Fig. 1: run 1, power grid
Pins as bars on the die edge.
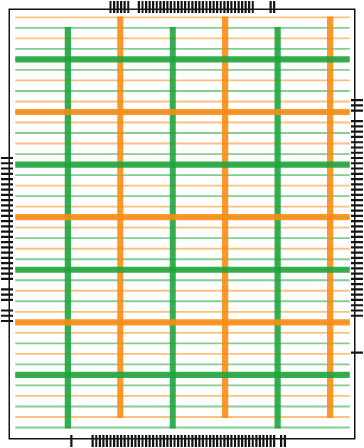
Fig. 2: run 1, clock nets
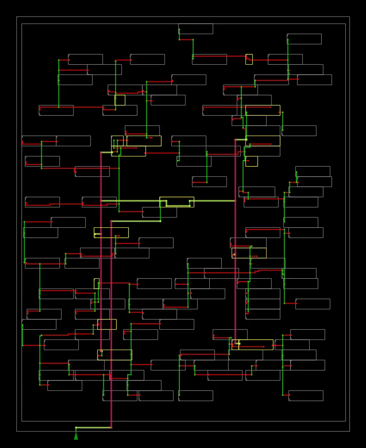
Fig. 3: run 1, selected gate families
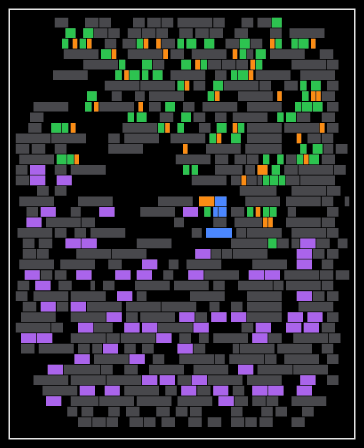
==> config.mk <==
export PLATFORM = sky130hd
export DESIGN_NAME = fetch_flat
export DESIGN_NICKNAME = d
export VERILOG_FILES = /design/src/rtl/fetch_if.sv /design/src/rtl/fetch.sv /design/src/flat_wrapper.sv
export SDC_FILE = /design/constraint.sdc
export NUM_CORES = 1
export LEC_CHECK = 0
export CAP_MARGIN = 20
export CORE_ASPECT_RATIO = 1.25
export CORE_UTILIZATION = 42
export CTS_CLUSTER_DIAMETER = 50
export DETAILED_ROUTE_END_ITERATION = 8
export MAX_ROUTING_LAYER = met4
export PLACE_DENSITY = 0.79
export SETUP_SLACK_MARGIN = 0.1
export SYNTH_ARGS = -nofsm -noshare
export SYNTH_HDL_FRONTEND = slang
export SYNTH_SLANG_ARGS = --single-unit
==> constraint.sdc <==
create_clock -name clk -period 2.1 [get_ports clk]
set_input_delay 0.525 -clock clk [delete_from_list [all_inputs] [get_ports clk]]
set_output_delay 0.525 -clock clk [all_outputs]
set_load 0.05 [all_outputs]
==> results.json, run 1 <==
{
  "top_cell": "dfrtp_1",
  "comb_cells": 177,
  "vias": 2999,
  "async_reset_ff_share_pct": 100,
  "place_congestion": 0.763,
  "swShare_pct": 44.6,
  "ff_type": "dfrtp_1",
  "fin_crit_sh_pct": 84.9,
  "cp-end-kind": "primary output",
  "comb_power_share_pct": 44.2,
  "clock_buffers": 11,
  "dp.cells": 578,
  "post_cts_resized": 86,
  "cp_top_family": "buffers and inverters",
  "rows": 39,
  "fin_area_um2": 5940,
  "rsz0062_at_grt": "no",
  "worst-r2r-cell-count": 5,
  "finalWirelength_um": 9660,
  "synth-edff-count": 0,
  "place_area_um2": 5770,
  "globalRouteMet1Util_pct": 26.9,
  "nets": 534,
  "worst-path-max-fanout": 3,
  "drt-met1-wl_um": 4100,
  "p_int_mw": 4.29,
  "synthTopCellsByCount": "dfrtp_1, mux2_2, nand2_1, o21ai_0, a22oi_1",
  "fin_ws_ns": 0.316,
  "skew_ns": 0.00693,
  "num_io_pins": 168,
  "yosys.area.top_type": "dfrtp_1",
  "p_seq_mw": 2.77,
  "flop_area_um2": 2530,
  "syn_nets": 368,
  "drtPass1Iterations": 4,
  "hold_buffers": 0,
  "postRouteAntennaNets": 0,
  "critPathArrivalTime_ns": 1.26,
  "hold_class": "in -> async",
  "fillCellCount": 765,
  "pre_cts_ws_ns": 0.0407,
  "power.group.top": "combinational cells",
  "setup_viol": 0,
  "grt.met3_usage_pct": 2.83,
  "postSynthSeqShare_pct": 63.8,
  "finalHoldViolations": 0,
  "status": "completed"
}
About Fig. 1:
green -> VSS
orange -> VDD
met1 rails = 40
rows = 39
met4 straps = 6
met5 straps = 7
Die W: 89.0 µm
die height: 111 µm
Core Area: 9170 µm²

About Fig. 2:
number of buffers created by CTS: 9
registers: 101
Clock Sinks: 101

About Fig. 3:
blue -> nor cells  # cells 4, where center
purple -> mux cells  # cells 62, most used mux2_2
orange -> nand cells  # cells 35, most used nand2_1
green -> aoi and oai cells  # cells 71, most used o21ai_0
Comb/total area: 22.6%
most frequent logic cell in the layout: dfrtp_1
Non-Filler Instances: 594

## run 1: cell usage in the layout (no fill, tap or decap)
cell type / instances
clkdlybuf4s50_1: 66
mux2_1: 25
clkinvlp_4: 1
conb_1: 1
nand3b_1: 1
inv_6: 1
o21a_1: 1
nor3b_4: 1
nor2b_1: 1
clkinv_4: 1
clkbuf_1: 1
a22oi_1: 29
o22ai_1: 3
nand2_4: 1
a21oi_1: 8
buf_4: 21
clkbuf_16: 9
dfstp_2: 4
o21ai_0: 31
inv_1: 1
clkbuf_8: 1
and3b_1: 1
clkinv_2: 2
nor2_1: 1
nor2b_2: 1
mux2_2: 37
dlygate4sd2_1: 86
nand2_1: 33
buf_12: 3
and2_1: 2
dfrtp_1: 97
Fig. 4: run 1, register map, names as in the netlist
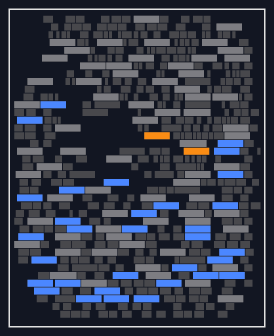

==> run 2, diff against run 1 <==
==> constraint.sdc (replaced) <==
create_clock -name clk -period 1.8 [get_ports clk]
set_input_delay 0.45 -clock clk [delete_from_list [all_inputs] [get_ports clk]]
set_output_delay 0.45 -clock clk [all_outputs]
set_load 0.05 [all_outputs]
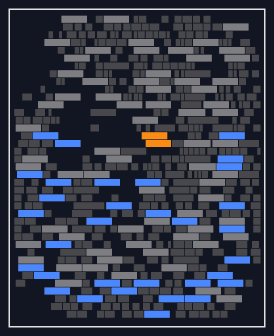
Fig. 5. Register map, names as in the netlist (run 2).
blue -> u_core.fif.imem_addr  # flops 32
orange -> u_core.state_q  # flops 2
not colored = 67
Finished Core Util: 65.6%
sequential fraction of total cell area: 42.1%
P_seq: 3.30 mW
Flop area: 2530 µm²

==> run 2 against run 1 <==
Compared with the run above: first-iteration DRC count up 11%; synthesized cell count unchanged; die area is the same; highest routed layer unchanged; global-route usage grew 0.63 points; non-clock buffer count grew 6; wire length up 2.6%; via count is 0.77% higher; cell area rose by 1.3%; area after synthesis unchanged.
==> results.json, run 2 <==
{
  "finalWirelength_um": 9910,
  "fin_crit_sh_pct": 90.7,
  "vias": 3022,
  "rows": 39,
  "worst-path-max-fanout": 13,
  "comb_cells": 177,
  "fin_area_um2": 6020,
  "finalHoldViolations": 0,
  "fillCellCount": 718,
  "fin_ws_ns": 0.168,
  "flops": 101,
  "pre_cts_ws_ns": -0.181,
  "setup_viol": 0,
  "core_area_um2": 9170,
  "place_congestion": 0.750,
  "ff_type": "dfrtp_1",
  "cts_made_buffers": 9,
  "p_int_mw": 5.56,
  "drt-met1-wl_um": 4040,
  "chipWidth_um": 89.0,
  "layout.cells.non_filler": 600,
  "die-height_um": 111,
  "status": "completed",
  "clock-sinks": 101,
  "clock_buffers": 11,
  "postRouteAntennaNets": 0,
  "place_area_um2": 5690,
  "nets": 540,
  "skew_ns": 0.00624,
  "hold_class": "in -> async",
  "swShare_pct": 42.3,
  "grt.met3_usage_pct": 4.17
}
[run 2: cell count changes in the layout (fill, tap and decap cells not counted), sizes merged]
cell,change
buf,+92
dlygate4sd2,-86
bufinv,+2
clkinv,-2
clkinvlp,+1
inv,-1
[run 2: critical path, stage by stage]
cell and delay (ns):
clkdlybuf4s50_1 0.47, nor3b_4 0.29, buf_4 0.28, mux2_2 0.36
[run 2: logic make-up (layout without fill, tap and decap cells)]
| group | Yosys count | after routing | synth area share, % |
|---|---|---|---|
| AND-OR/OR-AND | 72 | 72 | 11.1 |
| buffers and inverters | 22 | 199 | 2.46 |
| flip-flops | 101 | 101 | 63.8 |
| multiplexers | 62 | 62 | 17.6 |
| other | 1 | 1 | 0.0945 |
| AND/OR/NAND/NOR | 42 | 42 | 5.01 |
Fig. 6: run 2, clock nets
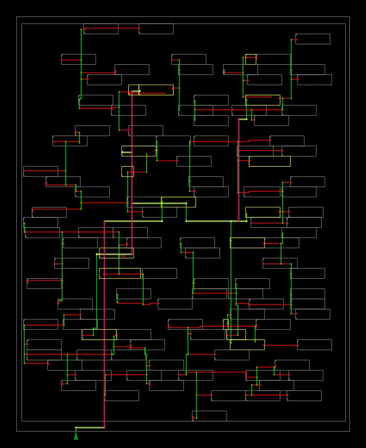

==> run 3, diff against run 2 <==
--- a/config.mk
+++ b/config.mk
@@ -7,11 +7,11 @@
 export LEC_CHECK = 0
 export CAP_MARGIN = 20
 export CORE_ASPECT_RATIO = 1.25
-export CORE_UTILIZATION = 42
+export CORE_UTILIZATION = 45
 export CTS_CLUSTER_DIAMETER = 50
 export DETAILED_ROUTE_END_ITERATION = 8
 export MAX_ROUTING_LAYER = met4
-export PLACE_DENSITY = 0.79
+export PLACE_DENSITY = 0.84
 export SETUP_SLACK_MARGIN = 0.1
 export SYNTH_ARGS = -nofsm -noshare
 export SYNTH_HDL_FRONTEND = slang
==> constraint.sdc (replaced) <==
create_clock -name clk -period 2 [get_ports clk]
set_input_delay 0.5 -clock clk [delete_from_list [all_inputs] [get_ports clk]]
set_output_delay 0.5 -clock clk [all_outputs]
set_load 0.05 [all_outputs]
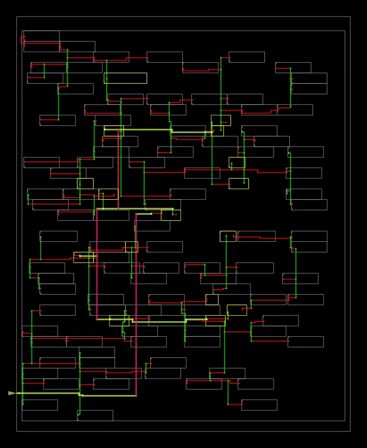
Fig. 7. Clock nets (run 3).
worst-case clock skew: 0.0128 ns
P_clk: 1.39 mW

==> run 3 against run 2 <==
Compared with the run above: cell area fell by 2.4%; sequential power decreased by about 10%; area after synthesis is the same; power fell by 17%; combinational power is 14% lower; clock power fell by 33%; final cell count shrank 1.3%; critical path type is now reg -> out; largest power group unchanged.
==> results.json, run 3 <==
{
  "lay_top_count": "dfrtp_1",
  "finalHoldViolations": 0,
  "cts_made_buffers": 9,
  "worst-r2r-cell-count": 3,
  "nets": 538,
  "rsz0062_at_grt": "no",
  "dp.cells": 575,
  "cp_top_family": "buffers and inverters",
  "syn_nets": 368,
  "cp-end-kind": "primary output",
  "ff_type": "dfrtp_1",
  "comb_power_share_pct": 45.9,
  "postLayoutCoreUtil_pct": 70.1,
  "cp_slowest_cell": "dlygate4sd2_1",
  "drtPass1Iterations": 6,
  "die-height_um": 107,
  "async_reset_ff_share_pct": 100,
  "critPathBufInv": 1,
  "globalRouteMet1Util_pct": 28.4,
  "clock-sinks": 101,
  "worst-path-max-fanout": 2,
  "p_int_mw": 4.32,
  "postSynthSeqShare_pct": 63.8,
  "status": "completed",
  "p_seq_mw": 2.96,
  "path_cells": "dlygate4sd2_1",
  "yosys.area.top_type": "dfrtp_1",
  "chipWidth_um": 86.0,
  "mostFrequentLayoutCells": "dfrtp_1, buf_4, clkdlybuf4s50_1, dlygate4sd2_1, mux2_2",
  "power.group.top": "combinational cells",
  "fin_area_um2": 5880,
  "slowest_delay_ns": 0.55,
  "critPathArrivalTime_ns": 1.30,
  "core_area_um2": 8380,
  "synthTopCellsByCount": "dfrtp_1, mux2_2, nand2_1, o21ai_0, a22oi_1",
  "grt.met3_usage_pct": 7.16,
  "layout.cells.non_filler": 592,
  "vias": 3073,
  "swShare_pct": 46.2
}
==> run 3: logic make-up after synthesis <==
kind of cell	synth area share [%]
flops	63.8
mux	17.6
buf+inv	2.46
other cells	0.0945
compound gates	11.1
simple gates	5.01
==> run 3: cell type report <==
type | count | area [µm²] | area share, %
Clock buffer | 9 | 124 | 2.11
Tap cell | 117 | 146 | 2.49
Clock inverter | 7 | 90.1 | 1.53
Multi-Input combinational cell | 177 | 1350 | 22.9
Timing Repair Buffer | 180 | 1630 | 27.8
Inverter | 1 | 3.75 | 0.0639
Sequential cell | 101 | 2530 | 43.1
==> run 3: timing repair <==
action	in CTS	in global routing
endpoints found under the setup margin	53	0
hold buffers	1	0
hold endpoints to repair	2	0
resized	42	0
buffers inserted	0	0
Power and IR drop assume default switching activity.
